$ cat config.mk
export PLATFORM = sky130hd
export DESIGN_NAME = nt_update_scheduler_flat
export DESIGN_NICKNAME = d
export VERILOG_FILES = /design/src/rtl/nt_pkg.sv /design/src/rtl/nt_update_scheduler_if.sv /design/src/rtl/nt_prescaler.sv /design/src/rtl/nt_update_scheduler.sv /design/src/flat_wrapper.sv
export SDC_FILE = /design/constraint.sdc
export NUM_CORES = 1
export LEC_CHECK = 0
export ABC_CLOCK_PERIOD_IN_PS = 4300
export CAP_MARGIN = 20
export CORE_MARGIN = 4
export CORE_UTILIZATION = 35
export DETAILED_ROUTE_END_ITERATION = 16
export PLACE_DENSITY = 0.72
export SETUP_SLACK_MARGIN = 0.15
export SLEW_MARGIN = 30
export SYNTH_ARGS = -nofsm -noshare
export SYNTH_HDL_FRONTEND = slang
export SYNTH_HIERARCHICAL = 1
export SYNTH_SLANG_ARGS = --single-unit
$ cat constraint.sdc
create_clock -name clk -period 4.3 [get_ports clk]
set_input_delay 0.86 -clock clk [delete_from_list [all_inputs] [get_ports clk]]
set_output_delay 0.86 -clock clk [all_outputs]
set_load 0.01 [all_outputs]
$ cat src/rtl/nt_pkg.sv
// -----------------------------------------------------------------------------
// nt_pkg
// Shared constants and types for the neurotransmitter level update scheduler:
// channel count and level width, reset level, channel-index constants, the
// scheduler FSM state encoding and a helper for advancing the channel index.
// -----------------------------------------------------------------------------
package nt_pkg;

   localparam int NUM_CH   = 5;
   localparam int LEVEL_W  = 2;
   localparam int LEVELS_W = NUM_CH * LEVEL_W;
   localparam int IDX_W    = 3;
   localparam int PERIOD_W = 8;

   // Every channel starts at level 1.
   localparam logic [LEVELS_W-1:0] RESET_LEVEL = 10'h155;

   localparam int CH_CORTISOL       = 0;
   localparam int CH_DOPAMINE       = 1;
   localparam int CH_GABA           = 2;
   localparam int CH_NOREPINEPHRINE = 3;
   localparam int CH_SEROTONIN      = 4;

   typedef enum logic [1:0] {
      ST_IDLE   = 2'd0,
      ST_WAIT   = 2'd1,
      ST_COMMIT = 2'd2
   } state_t;

   // Round-robin successor of a channel index, wrapping after the last channel.
   function automatic logic [IDX_W-1:0] next_channel(input logic [IDX_W-1:0] idx,
                                                     input int num_ch);
      return (idx == IDX_W'(num_ch - 1)) ? '0 : idx + 1'b1;
   endfunction

endpackage

$ cat src/rtl/nt_update_scheduler_if.sv
// -----------------------------------------------------------------------------
// nt_update_scheduler_if
// Bundle of the scheduler's control and level signals.
//   master : drives enable, period, level_next, freeze_mask, load, load_value;
//            observes level_q, update_strobe, channel_idx, round_done, busy.
//   slave  : the scheduler side (directions reversed).
// -----------------------------------------------------------------------------
interface nt_update_scheduler_if #(
   parameter int NUM_CH  = nt_pkg::NUM_CH,
   parameter int LEVEL_W = nt_pkg::LEVEL_W
);

   logic                          enable;
   logic [nt_pkg::PERIOD_W-1:0]   period;
   logic [NUM_CH*LEVEL_W-1:0]     level_next;
   logic [NUM_CH-1:0]             freeze_mask;
   logic                          load;
   logic [NUM_CH*LEVEL_W-1:0]     load_value;
   logic [NUM_CH*LEVEL_W-1:0]     level_q;
   logic [NUM_CH-1:0]             update_strobe;
   logic [nt_pkg::IDX_W-1:0]      channel_idx;
   logic                          round_done;
   logic                          busy;

   modport master (
      output enable, period, level_next, freeze_mask, load, load_value,
      input  level_q, update_strobe, channel_idx, round_done, busy
   );

   modport slave (
      input  enable, period, level_next, freeze_mask, load, load_value,
      output level_q, update_strobe, channel_idx, round_done, busy
   );

endinterface

$ cat src/rtl/nt_prescaler.sv
// -----------------------------------------------------------------------------
// nt_prescaler
// Down-counter that paces commit slots. A load captures reload_value; otherwise
// the count decrements until it reaches zero. expired is high while the count
// reads 1, i.e. in the last wait cycle before a commit.
//   clk, rst      : clock, synchronous active-high reset (count -> 0)
//   reload_value  : value captured on load
//   load          : capture reload_value at the next edge
//   expired       : count == 1
// -----------------------------------------------------------------------------
module nt_prescaler #(
   parameter int W = 8
) (
   input  logic         clk,
   input  logic         rst,
   input  logic [W-1:0] reload_value,
   input  logic         load,
   output logic         expired
);

   logic [W-1:0] count;

   always_ff @(posedge clk) begin
      if (rst) begin
         count <= '0;
      end else if (load) begin
         count <= reload_value;
      end else if (count != '0) begin
         count <= count - 1'b1;
      end
   end

   assign expired = (count == W'(1));

endmodule

$ cat src/rtl/nt_update_scheduler.sv
// -----------------------------------------------------------------------------
// nt_update_scheduler
// Commits proposed neurotransmitter levels one channel at a time, round-robin,
// with a programmable number of wait cycles between commit slots. Frozen
// channels are skipped for writing but still consume their slot. A force-load
// overwrites all levels and wins over a coincident commit write.
//   clk, rst : clock, synchronous active-high reset
//   bus      : nt_update_scheduler_if.slave
//              in  enable, period, level_next, freeze_mask, load, load_value
//              out level_q, update_strobe, channel_idx, round_done, busy
// Level field of channel i is bits [2i+1:2i]:
//   0 cortisol, 1 dopamine, 2 gaba, 3 norepinephrine, 4 serotonin.
// -----------------------------------------------------------------------------
module nt_update_scheduler #(
   parameter int                          NUM_CH      = nt_pkg::NUM_CH,
   parameter int                          LEVEL_W     = nt_pkg::LEVEL_W,
   parameter logic [NUM_CH*LEVEL_W-1:0]   RESET_LEVEL = nt_pkg::RESET_LEVEL
) (
   input  logic                 clk,
   input  logic                 rst,
   nt_update_scheduler_if.slave bus
);

   import nt_pkg::*;

   localparam int LVL_W = NUM_CH * LEVEL_W;

   state_t               state;
   state_t               state_nxt;
   logic [IDX_W-1:0]     idx;
   logic [LVL_W-1:0]     level;
   logic [LVL_W-1:0]     level_commit;
   logic [NUM_CH-1:0]    strobe;
   logic                 commit;
   logic                 pre_load;
   logic                 pre_expired;

   nt_prescaler #(.W(PERIOD_W)) u_prescaler (
      .clk          (clk),
      .rst          (rst),
      .reload_value (bus.period),
      .load         (pre_load),
      .expired      (pre_expired)
   );

   // FSM state register, channel pointer and committed levels
   always_ff @(posedge clk) begin
      if (rst) begin
         state <= ST_IDLE;
         idx   <= '0;
         level <= RESET_LEVEL;
      end else begin
         state <= state_nxt;
         if (commit) begin
            // Advances even for a frozen channel.
            idx <= next_channel(idx, NUM_CH);
         end
         level <= bus.load ? bus.load_value : level_commit;
      end
   end

   // Next-state logic; the prescaler is reloaded on every entry into WAIT, so
   // period is only sampled at slot boundaries.
   always_comb begin
      state_nxt = state;
      pre_load  = 1'b0;
      case (state)
         ST_IDLE: begin
            if (bus.enable) begin
               if (bus.period == '0) begin
                  state_nxt = ST_COMMIT;
               end else begin
                  state_nxt = ST_WAIT;
                  pre_load  = 1'b1;
               end
            end
         end
         ST_WAIT: begin
            if (!bus.enable) begin
               state_nxt = ST_IDLE;
            end else if (pre_expired) begin
               state_nxt = ST_COMMIT;
            end
         end
         ST_COMMIT: begin
            if (!bus.enable) begin
               state_nxt = ST_IDLE;
            end else if (bus.period == '0) begin
               state_nxt = ST_COMMIT;
            end else begin
               state_nxt = ST_WAIT;
               pre_load  = 1'b1;
            end
         end
         default: begin
            state_nxt = ST_IDLE;
         end
      endcase
   end

   assign commit = (state == ST_COMMIT);

   // One-hot strobe of the slot channel, only during COMMIT
   always_comb begin
      strobe = '0;
      for (int i = 0; i < NUM_CH; i++) begin
         strobe[i] = commit && (idx == IDX_W'(i));
      end
   end

   // Replace only the strobed, non-frozen field
   always_comb begin
      level_commit = level;
      for (int i = 0; i < NUM_CH; i++) begin
         if (strobe[i] && !bus.freeze_mask[i]) begin
            level_commit[i*LEVEL_W +: LEVEL_W] = bus.level_next[i*LEVEL_W +: LEVEL_W];
         end
      end
   end

   assign bus.level_q       = level;
   assign bus.update_strobe = strobe;
   assign bus.channel_idx   = idx;
   assign bus.round_done    = commit && (idx == IDX_W'(NUM_CH - 1));
   assign bus.busy          = (state != ST_IDLE);

endmodule
$ cat src/flat_wrapper.sv
// flat-port wrapper written by rule: the top's interface ports become plain ports
module nt_update_scheduler_flat import nt_pkg::*;
#(
   parameter int                          NUM_CH      = nt_pkg::NUM_CH,
   parameter int                          LEVEL_W     = nt_pkg::LEVEL_W,
   parameter logic [NUM_CH*LEVEL_W-1:0]   RESET_LEVEL = nt_pkg::RESET_LEVEL
)
  (clk, rst, bus_enable, bus_period, bus_level_next, bus_freeze_mask, bus_load, bus_load_value, bus_level_q, bus_update_strobe, bus_channel_idx, bus_round_done, bus_busy);
  nt_update_scheduler_if #(.NUM_CH(NUM_CH), .LEVEL_W(LEVEL_W)) bus_i ();
  input  logic clk;
  input  logic rst;
  input wire logic [$bits(bus_i.enable)-1:0] bus_enable;
  input wire logic [$bits(bus_i.period)-1:0] bus_period;
  input wire logic [$bits(bus_i.level_next)-1:0] bus_level_next;
  input wire logic [$bits(bus_i.freeze_mask)-1:0] bus_freeze_mask;
  input wire logic [$bits(bus_i.load)-1:0] bus_load;
  input wire logic [$bits(bus_i.load_value)-1:0] bus_load_value;
  output wire logic [$bits(bus_i.level_q)-1:0] bus_level_q;
  output wire logic [$bits(bus_i.update_strobe)-1:0] bus_update_strobe;
  output wire logic [$bits(bus_i.channel_idx)-1:0] bus_channel_idx;
  output wire logic [$bits(bus_i.round_done)-1:0] bus_round_done;
  output wire logic [$bits(bus_i.busy)-1:0] bus_busy;
  assign bus_i.enable = bus_enable;
  assign bus_i.period = bus_period;
  assign bus_i.level_next = bus_level_next;
  assign bus_i.freeze_mask = bus_freeze_mask;
  assign bus_i.load = bus_load;
  assign bus_i.load_value = bus_load_value;
  assign bus_level_q = bus_i.level_q;
  assign bus_update_strobe = bus_i.update_strobe;
  assign bus_channel_idx = bus_i.channel_idx;
  assign bus_round_done = bus_i.round_done;
  assign bus_busy = bus_i.busy;
  nt_update_scheduler #(.NUM_CH(NUM_CH), .LEVEL_W(LEVEL_W), .RESET_LEVEL(RESET_LEVEL)) u_core (.clk(clk), .rst(rst), .bus(bus_i));
endmodule
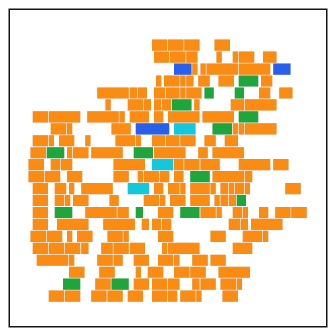
*Sizing map, run 1*
color	size	cells	share
cyan	drive 6 and up	3	1.4%
blue	drive 3 to 4	3	1.4%
orange	drive 1 or less	190	90%
green	drive 2	15	7.1%

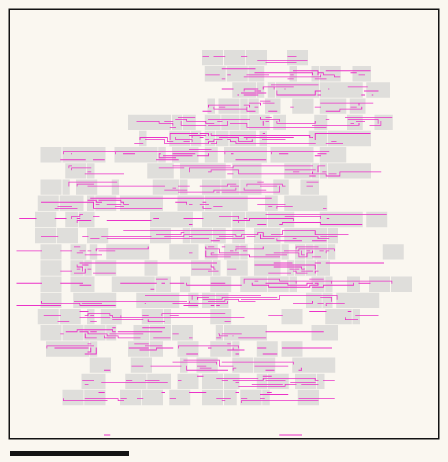
*The metal 1 layer, run 1*
Scale bar: 20 µm.
wire length on this layer	1670 µm
share of all routed wire	46%
main direction	horizontal
nets with wire on the layer	223
longest straight run	44.6 µm

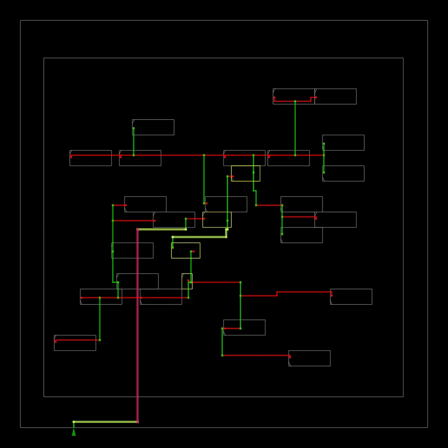
*The clock network, run 1*
clock network power: 0.000136 W
Skew-Pair Late Insertion Delay: 260 ps
Clock Skew: 3.68 ps

==> notes.md, run 1 <==
The synthesis and place-and-route flow finished, so here is a summary.

The worst setup path is captured at a register. The Yosys step of the flow raised 6 warnings. The number of diodes came out at 0. At the placement stage, the worst setup path has a slack of approximately 1200 ps. The synthesis run shows the most used standard cells to be 23 x sky130_fd_sc_hd__dfxtp_1, 13 x sky130_fd_sc_hd__nand2_1, 12 x sky130_fd_sc_hd__inv_1, 12 x sky130_fd_sc_hd__mux2i_1, 11 x sky130_fd_sc_hd__nor2_1. The global routing report lists met1 layer usage as 18.0%. The number of hold buffers added after CTS was 0. The number of warning messages in the logs is 31. The path category of the worst min-delay check is register to register.

According to the timing report, the arrival time at the worst endpoint equals about 3000 ps. The average cell area after synthesis is approximately 9 µm². The critical path ends at u_core/u_prescaler/count[5]. The amount of wire on met3 after detailed routing is around 150 µm. In the layout the commonest cells are 56 x sky130_fd_sc_hd__clkdlybuf4s50_1, 23 x sky130_fd_sc_hd__dfxtp_1, 13 x sky130_fd_sc_hd__nand2_1. The transition time at the pin with the least slew margin is between 800 and 900 ps.

The average wire length per cell after detail routing came out at roughly 14 µm. The number of global-route vias before repair is ~1200. Grouping stages by cell kind, the critical path spends the most delay in simple AND/OR/NAND/NOR gates. The part of the Yosys area used for sequential elements came out at 32.2%. The number of synthesized register bits is 23.

The slack of the critical path is roughly 1400 ps. The number of nets in the synthesized netlist is approximately 200. Traced cell by cell, the critical path runs through clkdlybuf4s50_1 -> or4_4 -> o211a_1 -> nand2b_1 -> nor4_4 -> or2_1 -> a211oi_2. In the final report, the number of hold violations comes to 0.

The placer congestion estimate is just under 0.9. The first TritonRoute pass finished after 4 iterations. Hold analysis shows the worst path with a depth of 2. The critical path's slowest stage uses the library cell sky130_fd_sc_hd__or4_4. The maximum resistive drop on vdd is 0.172 mV. The number of enable flip-flop cells is 0. The startpoint of the most critical register-to-register path is u_core/u_prescaler/count[4]. The fraction of synthesized cell area in xor and xnor cells is roughly 3.7%. The number of rows in the core area came out at 22. The basic-gate share of the synthesized area counting and, or, nand and nor cells came out at around a quarter.

The TritonCTS clock tree is yes. Among all flip-flop cells after synthesis, the most frequent one is sky130_fd_sc_hd__dfxtp_1. The share of post-route cells with drive strength above 1 came out at about a tenth. The tightest slew margin relative to the limit came out at between 40% and 50%. Setup repair after global routing left no endpoint under its margin. After Yosys synthesis, full adders, half adders and majority gates account for between 6 and 7% of the synthesized area. The height of the die came out at between 70 and 80 µm. The peak per-stage delay on the critical path is 540 ps. The clock slew seen by the registers of the worst setup and hold paths came out at ~80 ps.

The full die area came out at roughly 0.0052 mm². Looking at hold timing, the worst path starts from u_core/bus.level_q[5]. The flow ran to the end, and the final reports show no timing, DRC or antenna violations. The worst setup path is launched from a primary input. The standard cell area after detailed placement is approximately 0.002 mm². The most frequently used library cell after synthesis is sky130_fd_sc_hd__dfxtp_1. For hold timing, the worst endpoint is u_core/bus.level_q[5].

The count of mapped cells out of synthesis came out at ~160. The critical-path maximum fanout is 9. In this run the count of I/O pins placed on the die edge is about 57. The yosys stat cell total is around 160.

The post-route non-filler standard cell count is roughly 260. CTS placed an instance of sky130_fd_sc_hd__clkbuf_8 at the clock tree root. The setup check on the worst reg-to-reg path leaves a slack of roughly 2500 ps. The number of H-tree branching levels is 1.

The worst slack on hold paths is 465 ps. The final tally of setup violations came out at 0. In this run the cell area of the synthesized design comes to between 0.001 and 0.0015 mm². The critical path class is primary input to register. From left edge to right edge, the die measures approximately 72 µm. The maximum count of clock buffers along a single path came out at 2. The area of all placed cells without fillers is slightly above 0.002 mm².

In the floorplan report the effective utilization is roughly 38%. The routed layout has 1260 vias. The number of flip-flops under the largest register name is 10.

The final critical-path share of the clock period is 66.7%. The number of antenna violations at the first check in global routing is 0. Among the non-sequential cells, simple AND/OR/NAND/NOR gates take the most area.

The setup fix buffers added after clock tree synthesis is 0. The all-layer global routing usage is 14.1%. According to the timing report, the critical path is launched from bus_period[7].

The wire length on met2 came out at 1720 µm. The remaining design rule violation count came out at 0. The number of gates resized after CTS came out at 0. In this run the critical register-to-register path is captured at u_core/state[1]. By instance count after routing, the leading logic cell type is sky130_fd_sc_hd__clkdlybuf4s50_1.

The overall power of the completed layout came out at 0.000591 W. Nets still carrying antenna violations after routing amount to 0. The global route stage reports its total congestion overflow as 0.

The sum of negative setup slack is 0 ps. met2 is the most crowded layer. The number of slew-limit violations in the final report is 0. The wire length on met1 came out at ~1700 µm.

Summed over all cells, the static leakage comes to ~0.80 nW. The clock buffer count from CTS came out at 3. The maximum frequency from static timing analysis came out at between 300 and 400 MHz.

After detailed placement, the design holds a cell count of between 200 and 300. TritonCTS reports the number of clock sinks as 23. The core region is 0.00380 mm². The critical path depth is 7.

For this run, global-route usage on met2 was measured as between 20% and 30%. The post-DP HPWL came out at 2830 µm. The biggest area consumer among synthesized cells is sky130_fd_sc_hd__dfxtp_1. The global routing report lists met3 layer usage as under 10%. The aoi/oai-family share of the synthesized area is roughly 14%.

The number of port buffers came out at about 56. The post-synthesis chip area from yosys is roughly 0.0014 mm². The global-route wire length before repair is just under 6000 µm.

The share of the synthesized area in the top cell type is between 30% and 40%. The cell area power density is between 200 and 300 mW/mm². The uppermost layer routed is met4. The number of cell instances on the worst register-to-register path is 5. The fraction of registers with async set/reset is 0%. The data required time reported for the critical path is approximately 4400 ps. The number of max-cap violations is 0. The number of violations reported at the end of detailed-routing iteration 0 came out at 68. Yosys attributes the largest share of cell area to sky130_fd_sc_hd__dfxtp_1 32%, sky130_fd_sc_hd__mux2i_1 8.4%, sky130_fd_sc_hd__ha_1 7.0%. Per the detailed-route log, wirelength across all metal layers totals between 3000 and 4000 µm. Synthesis instantiated roughly 46 different standard cells from the library.

The net total in the final layout is ~260. The area added between synthesis and finish is 43.6%. The post-synthesis mux area share came out at a little under an eighth. The routed via count divided by cell count is just under 5. The largest net degree at the start of global routing came out at 23. The minimum period implied by the final worst setup slack is 2870 ps. Counting both buffers and inverters, the worst setup path holds a total of 1. The final report gives the core utilization as a little over half.
[run 1: final cells by class]
| cell class | instances | area (µm²) |
|---|---|---|
| fill | 356 | 1750 |
| multi-input combinational | 115 | 877 |
| timing repair buffer | 56 | 561 |
| sequential | 23 | 460 |
| tap | 48 | 60.1 |
| inverter | 13 | 48.8 |
| clock buffer | 3 | 41.3 |
| clock inverter | 1 | 5.00 |
[run 1: report_power, final]
| part | total (W) | internal [W] | switching (W) | leakage, nW |
|---|---|---|---|---|
| Combinational | 0.000193 | 0.000108 | 0.0000844 | 0.586 |
| Sequential | 0.000262 | 0.000237 | 0.0000255 | 0.190 |
| Clock | 0.000136 | 0.0000647 | 0.0000713 | 0.0255 |
| Total | 0.000591 | 0.000410 | 0.000181 | 0.801 |
### Signal wires on met2, run 1

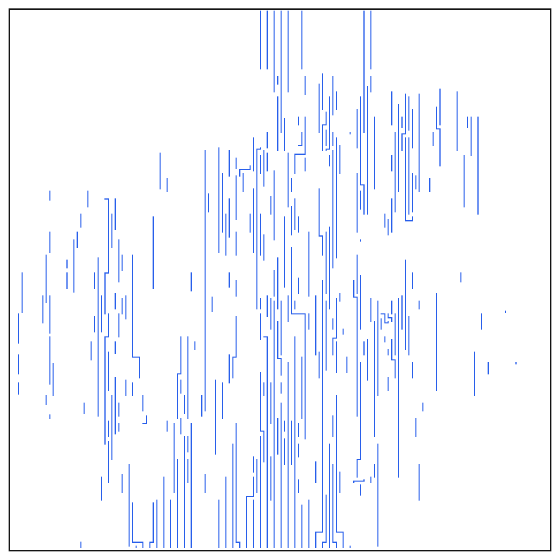

==> run 1 -> run 2 <==
--- a/config.mk
+++ b/config.mk
@@ -5,7 +5,7 @@
 export SDC_FILE = /design/constraint.sdc
 export NUM_CORES = 1
 export LEC_CHECK = 0
-export ABC_CLOCK_PERIOD_IN_PS = 4300
+export ABC_CLOCK_PERIOD_IN_PS = 2800
 export CAP_MARGIN = 20
 export CORE_MARGIN = 4
 export CORE_UTILIZATION = 35
==> constraint.sdc (replaced) <==
create_clock -name clk -period 2.8 [get_ports clk]
set_input_delay 0.56 -clock clk [delete_from_list [all_inputs] [get_ports clk]]
set_output_delay 0.56 -clock clk [all_outputs]
set_load 0.01 [all_outputs]
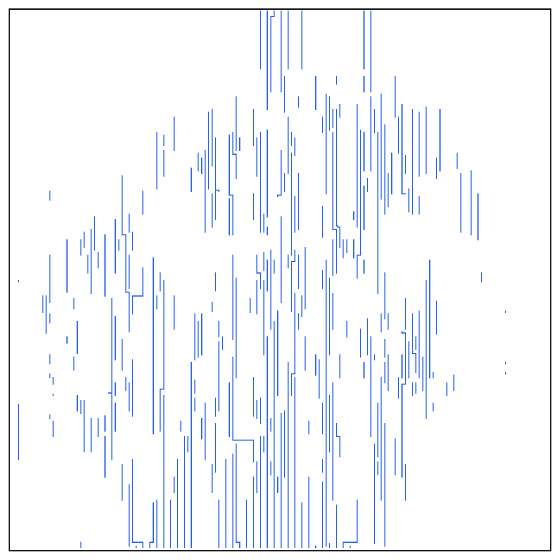
*Signal wires on met2, run 2*
wire length on this layer	1750 µm
longest straight run	38.1 µm

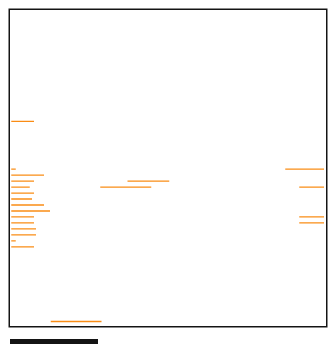
*M3 wires, run 2*
Scale bar: 20 µm.
wire length on this layer	128 µm
longest straight run	11.3 µm
main direction	horizontal
nets with wire on the layer	21

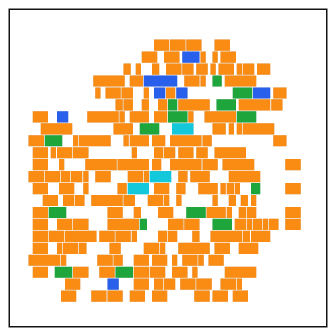
*Sizing map, run 2*
color	size	cells	share
orange	drive 1 or less	190	88%
cyan	drive 6 and up	3	1.4%
green	drive 2	15	7.0%
blue	drive 3 to 4	7	3.3%

==> notes.md, run 2 <==
The synthesis and place-and-route flow finished, so here is a summary.

The nature of the critical path startpoint is a register. The largest net degree at the start of global routing is 23 (unchanged). TritonCTS built the clock tree. The setup fix buffers added after clock tree synthesis is 0 (unchanged). The total placed cells including tap cells came to 259 (+1.6%). The global-route wire length before repair came out at 5780 µm (-0.12%).

The sequential power share is 44.1% (-0.3 points). The number of diodes came to 0 (unchanged). The run finished with clean final reports. The count of buffer and inverter cells on the critical path came out at 1 (unchanged). The maximum resistive drop on vdd came out at 0.267 mV (+55%). The peak per-stage delay on the critical path is 560 ps (+20 ps). The number of flip-flops under the largest register name came out at 10 (unchanged). The placer congestion estimate came out at 0.895 (+3.1%). The total via count in the routed design was 1273 (+1.0%). The multi-input logic portion of the cell area was 42.1% (-0.62 points).

The detailed-route wire length came out at 3620 µm (+0.58%). The non-clock buffer share of cell area came out at 28.3% (+1.0 points). The combinational group share of total power is 33.2% (+0.6 points). The critical path arrival came out at 1810 ps (-1200 ps). Setup repair after global routing left no endpoint under its margin. Per the STA report, the cell with the highest stage delay on the worst path is sky130_fd_sc_hd__clkdlybuf4s50_1. The number of violations reported at the end of detailed-routing iteration 0 came to 35 (-49%). The maximum frequency from static timing analysis is approximately 420 MHz. The slack of the critical path came to 429 ps (-1000 ps). In the synthesized netlist the dominant register cell turns out to be sky130_fd_sc_hd__dfxtp_1. The number of antenna violations at the first check in global routing came out at 0 (unchanged). The remaining design rule violation count came out at 0 (unchanged). The initial core utilization is 37.6% (unchanged). The share of post-route cells with drive strength above 1 came out at 11.6% (+1.7 points). The share of the synthesized area in the top cell type came out at 32.2% (unchanged).

The final tally of setup violations is 0 (unchanged). The clock network contribution to total cell area came out at 2.22% (-0.033 points). The detailed-routing iteration count for the pre-antenna-repair pass was 4 (unchanged).

The number of rows in the core area came out at 22 (unchanged). The CTS root buffer is sky130_fd_sc_hd__clkbuf_8. The power attributed to the clock group is 0.000208 W (+53%). The number of buffers inserted by hold repair at cts was 0 (unchanged). The net switching power came out at 0.000281 W (+55%). The routed via count divided by cell count was 4.84 (-0.50%). The post-synthesis adder-cell area fraction was 7.00% (unchanged). The fraction of power spent switching nets came out at 30.7% (about the same). The minimum period implied by the final worst setup slack came out at 2370 ps. The internal portion of total power came out at 0.000635 W (+55%). The largest share of the power goes to sequential cells.

The number of max-cap violations came out at 0 (unchanged). The fraction of synthesized cell area in xor and xnor cells came out at 3.67% (unchanged). The cell area power density is 440 mW/mm² (+53%). The number of warning messages in the logs was 31 (unchanged). The sequential-cell power consumption came out at 0.000404 W (+54%). The number of tap cells added at floorplan is 48 (unchanged). The overall power of the completed layout came out at 0.000917 W (+55%). The flip-flop and latch share of the layout cell area was 22.1% (-0.32 points). The combinational group power came out at 0.000305 W (+58%). The core region area is 0.00380 mm² (unchanged). The number of slew-limit violations in the final report is 0 (unchanged). By count the netlist is led by 23 x sky130_fd_sc_hd__dfxtp_1, 13 x sky130_fd_sc_hd__nand2_1, 12 x sky130_fd_sc_hd__inv_1, 12 x sky130_fd_sc_hd__mux2i_1, 11 x sky130_fd_sc_hd__nor2_1. The remaining antenna violation count is 0 (unchanged).

The pre-CTS setup slack is 209 ps (-969 ps). The count of clock tree sinks is 23 (unchanged). The number of gates resized after CTS came to 0 (unchanged). The count of filler cells inserted in the layout was 350 (-1.7%). The number of I/O pins came out at 57 (unchanged). The final critical-path share of the clock period is approximately 85%. The number of port buffers is 56 (unchanged).

Among the non-sequential cells, simple AND/OR/NAND/NOR gates take the most area. The transition time at the pin with the least slew margin came out at 498 ps (-303 ps). The area added between synthesis and finish came out at 45.7%. The aoi/oai-family share of the synthesized area came to 13.6% (unchanged). The total area of sequential cells came out at 460 µm² (unchanged). The required time at the worst-slack endpoint came out at 2240 ps (-2200 ps). The height of the die came out at 71.9 µm (unchanged). The area of all placed cells without fillers was 0.00208 mm² (+1.5%). The multi-input combinational gate total is 115 (unchanged).
==> run 2: path summary, 6_finish.rpt <==
check / startpoint / to / slack (ps) / cells after the start
max: u_core/state[1] / bus_update_strobe[2] / 430 / 3
min: u_core/bus.level_q[1] / u_core/bus.level_q[1] / 470 / 2
max reg2reg: u_core/u_prescaler/count[4] / u_core/state[1] / 860 / 5
min reg2reg: u_core/bus.level_q[1] / u_core/bus.level_q[1] / 470 / 2
==> run 2: layer usage <==
layer	up-vias	track usage (%)	wire, µm
li1	665	-	-
met1	583	18.0	1710
met2	23	24.1	1750
met3	2	2.49	128
met4	0	3.76	30
met5	-	0	0
==> run 2: tightest hold or removal path: stages (launching register included) <==
cell	delay [ps]
sky130_fd_sc_hd__dfxtp_1	320
sky130_fd_sc_hd__nand2_1	50
sky130_fd_sc_hd__mux2i_1	60
### The clock network, run 2

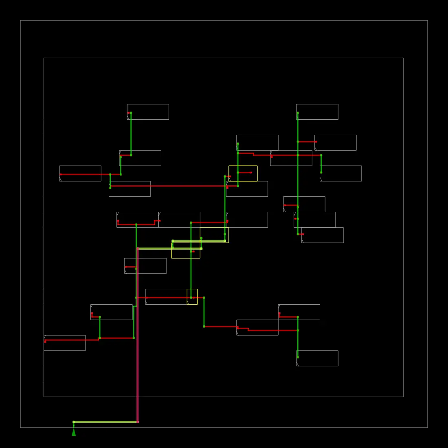

==> run 2 -> run 3 <==
--- a/config.mk
+++ b/config.mk
@@ -5,12 +5,12 @@
 export SDC_FILE = /design/constraint.sdc
 export NUM_CORES = 1
 export LEC_CHECK = 0
-export ABC_CLOCK_PERIOD_IN_PS = 2800
+export ABC_CLOCK_PERIOD_IN_PS = 1980
 export CAP_MARGIN = 20
 export CORE_MARGIN = 4
 export CORE_UTILIZATION = 35
 export DETAILED_ROUTE_END_ITERATION = 16
-export PLACE_DENSITY = 0.72
+export PLACE_DENSITY = 0.74
 export SETUP_SLACK_MARGIN = 0.15
 export SLEW_MARGIN = 30
 export SYNTH_ARGS = -nofsm -noshare
==> constraint.sdc (replaced) <==
create_clock -name clk -period 1.98 [get_ports clk]
set_input_delay 0.396 -clock clk [delete_from_list [all_inputs] [get_ports clk]]
set_output_delay 0.396 -clock clk [all_outputs]
set_load 0.01 [all_outputs]
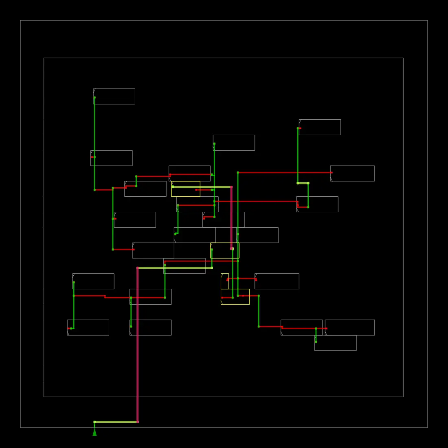
*The clock network, run 3*
total number of clock tree sinks: 23
count of flip-flops and latches: 23
cts bufs inserted: 3
Clock Skew: 2.16 ps

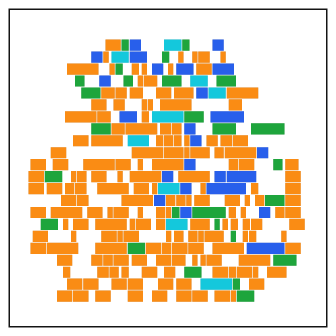
*Sizing map, run 3*
color	size	cells	share
green	drive 2	26	11%
blue	drive 3 to 4	24	10%
cyan	drive 6 and up	9	3.9%
orange	drive 1 or less	171	74%
area added between synthesis and finish: 56.7%
smallest setup slack after layout: 113 ps
Signal buffers: 75
finished layout cell area: 0.00224 mm²

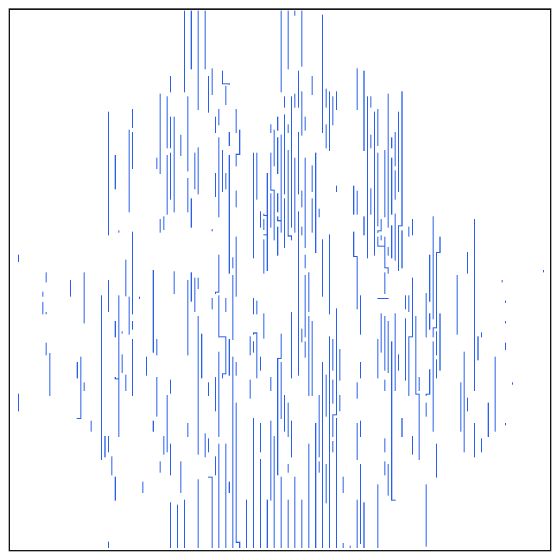
*Signal wires on met2, run 3*
wire length on this layer	1850 µm
longest straight run	28.1 µm
nets with wire on the layer	233
final wirelength: 3710 µm
Vias: 1361
routing usage on met2: 26.1%

==> notes.md, run 3 <==
The synthesis and place-and-route flow finished, so here is a summary.

The flow ran to the end, and the final reports show no timing, DRC or antenna violations. The power attributed to the clock group is 0.000297 W (+43%). The remaining global-route overflow came out at 0. The post-synthesis chip area from yosys came out at 0.00143 mm². The aoi/oai-family share of the synthesized area is 13.6% (unchanged).

The count of buffer and inverter cells on the critical path came out at 3 (+2). The largest net degree at the start of global routing is 23 (unchanged). The met1 usage in global routing is 19.7% (+1.7 points). The sequential power share is 42.6% (-1.5 points).

Looking at hold timing, the worst path starts from bus_period[2]. The busiest layer in global routing is met2. The tightest min-delay check is of the primary input to register type. The count of inverters not on the clock network in the layout is 13.

The net total in the final layout came out at around 280. The share of the core filled with cells came out at roughly three fifths. Synthesis produced approximately 160 cells. The synthesis report lists the most area-consuming cells as sky130_fd_sc_hd__dfxtp_1 32%, sky130_fd_sc_hd__mux2i_1 8.4%, sky130_fd_sc_hd__ha_1 7.0%. The internal portion of total power came out at 0.000929 W (+46%). The wire length on met2 is 1850 µm (+5.8%). The final tally of setup violations is 0 (unchanged). The post-synthesis adder-cell area fraction is 7.00% (unchanged).

The placer congestion estimate was 0.752 (-16%). Listed in order, past its start point the critical path passes nor3b_4 -> buf_4 -> buf_4 -> and2_1 -> clkdlybuf4s15_1. The critical path class is register to primary output. Among logic cells in the layout, the one with the most instances is sky130_fd_sc_hd__clkdlybuf4s50_1. The cell area power density is 594 mW/mm² (+35%).

The met3 capacity usage during global routing is 3.19% (+0.69 points). The maximum frequency from static timing analysis came out at 536 MHz. The routed via count divided by cell count came out at 4.90 (+1.1%). The most used flip-flop cell after synthesis is sky130_fd_sc_hd__dfxtp_1. The sum of negative setup slack is 0 ps.

The critical path arrival was 1470 ps (-340 ps). The peak per-stage delay on the critical path is 370 ps (-190 ps). The slowest cell on the critical path is sky130_fd_sc_hd__dfxtp_2. The fraction of synthesized cell area in xor and xnor cells is 3.67% (unchanged). The number of antenna violations at the first check in global routing came out at 0 (unchanged). The standard cell area after detailed placement is about 0.0021 mm². Yosys reported a register bit count of 23.

The average wire length per cell after detail routing came out at roughly 13 µm. The share of the synthesized area in the top cell type came out at 32.2% (unchanged). In the finished design, the share of the clock period the worst path needs comes to a little over nine tenths.

The combinational cell area excluding buffers and inverters came out at ~920 µm². The remaining design rule violation count came to 0 (unchanged). The flip-flop and latch share of the layout cell area is 20.8% (-1.3 points). The number of I/O pins is 57 (unchanged). The kind of capture point of the worst setup path is a primary output.

In the Yosys report the total cell count is about 160. The number of diodes is 0 (unchanged). Per the post-synthesis stats, the area per cell is between 8 and 9 µm². The overall power of the completed layout came out at 0.00133 W (+45%). The post-route non-filler standard cell count came out at between 200 and 300. The combinational group share of total power came to 35.1% (+1.9 points). The non-clock buffer share of cell area came out at 31.4% (+3.1 points). The number of flip-flops under the largest register name is 10 (unchanged). The number of slew-limit violations in the final report is 0 (unchanged). The height of the die is 71.9 µm (unchanged).

The number of buffers inserted by hold repair at cts is 0 (unchanged). The leakage dissipation came out at a little over 0.9 nW. The full die area came out at about 0.0052 mm². Headroom to the max-slew limit came out at roughly 72%.

In this run the clock root is driven by a sky130_fd_sc_hd__clkbuf_8. The minimum period implied by the final worst setup slack came out at approximately 1900 ps. The count of filler cells inserted in the layout came to 347 (-0.86%).

Per the synthesis report, the dominant area consumer among library cells is sky130_fd_sc_hd__dfxtp_1. The nature of the critical path startpoint is a register. The number of instances on the worst hold path is 3 (+1). The initial core utilization is 37.6% (unchanged). The timing report shows the most common cell along the critical path to be sky130_fd_sc_hd__buf_4.

By count the netlist is led by 23 x sky130_fd_sc_hd__dfxtp_1, 13 x sky130_fd_sc_hd__nand2_1, 12 x sky130_fd_sc_hd__inv_1, 12 x sky130_fd_sc_hd__mux2i_1, 11 x sky130_fd_sc_hd__nor2_1. The clock network contribution to total cell area is 2.01% (-0.21 points). The combinational group power came to 0.000468 W (+53%).

The multi-input combinational gate total came to 115 (unchanged). The number of port buffers came out at 56 (unchanged). The all-layer global routing usage is 15.4%.

The global-route wire length before repair was 6420 µm (+11%). The number of cell instances on the worst register-to-register path was 5 (unchanged). The total area of sequential cells is 467 µm² (+1.4%). The TritonCTS clock tree is yes.

The reg-to-reg critical path endpoint is u_core/state[1]. The launch point of the worst register-to-register path is recorded as u_core/u_prescaler/count[4]. In the hold report, the worst path ends at u_core/u_prescaler/count[2].

The required time at the worst-slack endpoint came to 1580 ps (-660 ps). The wire length on met1 came out at 1650 µm (-3.1%). The remaining antenna violation count came out at 0 (unchanged). The sequential-cell power consumption is 0.000567 W (+40%). The number of library cell types mapped by synthesis is 46. The share of post-route cells with drive strength above 1 was 25.7% (+14 points). The group that draws the most power in this run is sequential cells. The fraction of power spent switching nets is 30.3% (-0.43 points).

The kind of cell adding the most delay to the critical path is buffers and inverters. The number of max-cap violations came to 0 (unchanged). The number of tap cells added at floorplan came to 48 (unchanged).

The fraction of registers with async set/reset came out at 0%. The net switching power is 0.000403 W (+43%). The leading cell category by total area is logic gates. The transition time at the pin with the least slew margin is 424 ps (-73.7 ps). The highest layer touched by signal routing is met4. Summing every instance area after synthesis gives roughly 0.0014 mm².

The die is 71.9 µm wide. The multi-input logic portion of the cell area came out at 40.9% (-1.2 points). The post-synthesis mux area share came out at between 10% and 20%.

The detailed-routing iteration count for the pre-antenna-repair pass is 4 (unchanged). The number of violations reported at the end of detailed-routing iteration 0 came out at 58 (+66%). The pre-CTS setup slack came out at -460 ps (-669 ps). The part of the Yosys area used for sequential elements came out at between 30 and 40%. The register-to-register path setup slack came out at 260 ps (-600 ps).

The number of gates resized after CTS came out at 43 (+43). The setup fix buffers added after clock tree synthesis is 5 (+5). The final-layout clock buffer total came out at 4. The maximum resistive drop on vdd was 0.295 mV (+10%). The core region area came out at 0.00380 mm² (unchanged). The total placed cells including tap cells is 268 (+3.5%).

Among the non-sequential cells, simple AND/OR/NAND/NOR gates take the most area. The number of warning messages in the logs is 34 (+9.7%). The number of H-tree branching levels is 1. Setup repair after global routing could not meet its margin everywhere. The critical-path maximum fanout is 6. The amount of wire on met3 after detailed routing came out at 168 µm (+31%). The clock passes through at most 2 buffers. The number of rows in the core area is 22 (unchanged).
-- run 3: cell counts after synthesis --
Identical to the previous run, type by type.
-- run 3: worst max-delay path by stage --
stage / startpoint / end / slack (ps) / cells past startpoint
finish: u_core/bus.channel_idx[2] / bus_update_strobe[0] / 110 / 5
global route: u_core/bus.channel_idx[2] / bus_update_strobe[0] / 50 / 5
CTS: bus_period[4] / u_core/u_prescaler/count[1] / 60 / 8
detailed placement: bus_period[7] / u_core/u_prescaler/count[1] / -460 / 8
global placement: bus_period[7] / u_core/u_prescaler/count[1] / -390 / 8
floorplan: bus_period[7] / u_core/u_prescaler/count[3] / -80 / 8
Power figures rest on the tool's default switching activity, not on a simulated workload.
